==> config.mk <==
export PLATFORM = sky130hd
export DESIGN_NAME = goertzel_loop_engine
export DESIGN_NICKNAME = d
export VERILOG_FILES = /design/src/rtl/goertzel_loop_engine_pkg.sv /design/src/rtl/goertzel_loop_engine_mul.sv /design/src/rtl/goertzel_loop_engine.sv
export SDC_FILE = /design/constraint.sdc
export NUM_CORES = 1
export LEC_CHECK = 0
export CAP_MARGIN = 10
export CORE_ASPECT_RATIO = 1.25
export CORE_MARGIN = 3
export CORE_UTILIZATION = 55
export DETAILED_ROUTE_END_ITERATION = 7
export PLACE_DENSITY = 0.86
export SLEW_MARGIN = 20
export SYNTH_ARGS = -nofsm -noshare
export SYNTH_HDL_FRONTEND = slang
export SYNTH_SLANG_ARGS = --single-unit
==> constraint.sdc <==
create_clock -name sys_clk -period 18.1 [get_ports sys_clk]
set_input_delay 4.525 -clock sys_clk [delete_from_list [all_inputs] [get_ports sys_clk]]
set_output_delay 4.525 -clock sys_clk [all_outputs]
set_load 0.02 [all_outputs]
Fig. 1: gate families picked out
Drawn at 1.5 px/µm.
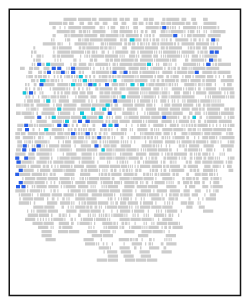
Cyan shows AND-OR and OR-AND gates, cells 27, most used a22o_1. Blue shows XOR/XNOR gates, cells 49, most used xnor2_1.
most numerous logic cell after layout: inv_1
Non-Filler Instances: 1986
logic share of the area: 0.671

Fig. 2: metal 1
Drawn at 1.5 px/µm.
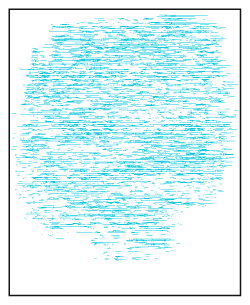
The layer carries 13400 µm of wire. The wires run mostly horizontal. 1887 nets have wire on it. The longest straight run is 32.7 µm.
Routed WL: 37.2 mm
grt met1 use: 0.318
routed via count: 11400

==> reports/results.ini <==
[run_status]
outcome=completed

[routing]
drt-initial-drc-count=968
drcViolationCount=0
ant_nets=0

[timing]
finalCritPeriodShare=0.593
finalSetupViolCount=0
fmaxAchievable_ghz=0.0932
hold_ws_ns=0.464
worst_slew_pin_slew_ns=1.15

[setup_path]
worstPathArrival_ns=10.99
path_class=flip-flop to flip-flop
crit_top_cell=fa_1
slowest_delay_ns=0.97
crit_path_end_kind=flip-flop

[clock_network]
clock.latency.late_pin_ns=0.37
cts_tree=done
cts_max_path_buffers=2

[final_layout]
fin_nets=2048
drive_above_1_share=0.0261

[logic_synthesis]
ys_seq_share=0.170
synth_top_flop_cell=dfrtp_1
ys_async_sr_fraction=1.00

[global_routing]
grt_pass1_vias=12400
grt-ovfl-total=0

[floorplanning]
fp.dieW_um=153

[min_path]
hp-class=flip-flop to flip-flop
holdPathStages=2

synthesized netlist by cell type, types with 3 or more instances:
master,number,area share
a211oi_1,5,0.0025
dfrtp_1,100,0.17
nor2_1,51,0.013
a22o_1,16,0.0094
clkbuf_1,59,0.015
mux2i_1,3,0.0020
xor2_1,17,0.010
nand2_1,277,0.070
a21o_1,3,0.0015
o21bai_1,3,0.0015
o21ai_0,36,0.012
nor3_1,13,0.0044
nand3_1,16,0.0054
ha_1,101,0.085
and2_1,120,0.050
nand2b_1,9,0.0038
o31ai_1,31,0.016
xnor2_1,32,0.019
buf_6,3,0.0023
o211ai_1,4,0.0020
inv_1,337,0.085
o221ai_1,3,0.0018
o22ai_1,3,0.0013
fa_1,279,0.38
nand4_1,5,0.0021
a31oi_1,3,0.0013
a21oi_1,31,0.010
and3_1,10,0.0042
a211o_1,3,0.0018
cells by family (layout without fill, tap and decap cells):
logic type                 count (synthesis)  count (layout)  share of synthesized area
AOI/OAI and AO/OA                        158             158                     0.0723
xor gates and xnor gates                  49              49                     0.0289
adders and majority gates                380             380                      0.460
buffers and inverters                    402             435                      0.103
DFF                                      101             101                      0.170
muxes                                      3               3                    0.00202
other                                      0               1                          0
and+or+nand+nor                          519             519                      0.163
routing by layer:
layer,vias up,wire length [µm],track usage
li1,4953,-,-
met1,5753,13400,0.318
met2,527,19400,0.469
met3,140,2450,0.0412
met4,0,2000,0.128
met5,-,0,0
final cells by class:
cell class              instances  area, µm²  area share
diodes                          1       2.50    0.000155
clock buffers                   9        225      0.0140
clock inverters                 7       63.8     0.00396
inverters                     337       1260      0.0785
multi-input cells            1109      10800       0.671
flip-flops and latches        101       2530       0.157
well taps                     340        425      0.0264
repair buffers                 82        788      0.0489
worst max-delay path, delay by kind of cell (launching register included):
family | cells | cell delay, ns
compound gates | 8 | 3.53
xor+xnor | 1 | 0.15
fa+ha+maj | 9 | 4.20
buf+inv | 4 | 0.24
flops | 1 | 0.97
simple gates | 7 | 1.50
per-stage QoR:
step                area (µm²)  setup WS, ns
floorplan                14900          9.16
global placement         15800          7.96
detailed placement       15800          7.60
CTS                      16100          7.57
global route             16100          6.82
finish                   16100          7.37
placed cells by master (no fill, tap or decap), types with 31 or more instances in the layout:
| cell | instances |
|---|---|
| nand2_1 | 277 |
| xnor2_1 | 32 |
| and2_1 | 120 |
| dfrtp_1 | 100 |
| inv_1 | 337 |
| fa_1 | 279 |
| clkdlybuf4s50_1 | 69 |
| a21oi_1 | 31 |
| o21ai_0 | 36 |
| o31ai_1 | 31 |
| nor2_1 | 50 |
| ha_1 | 101 |
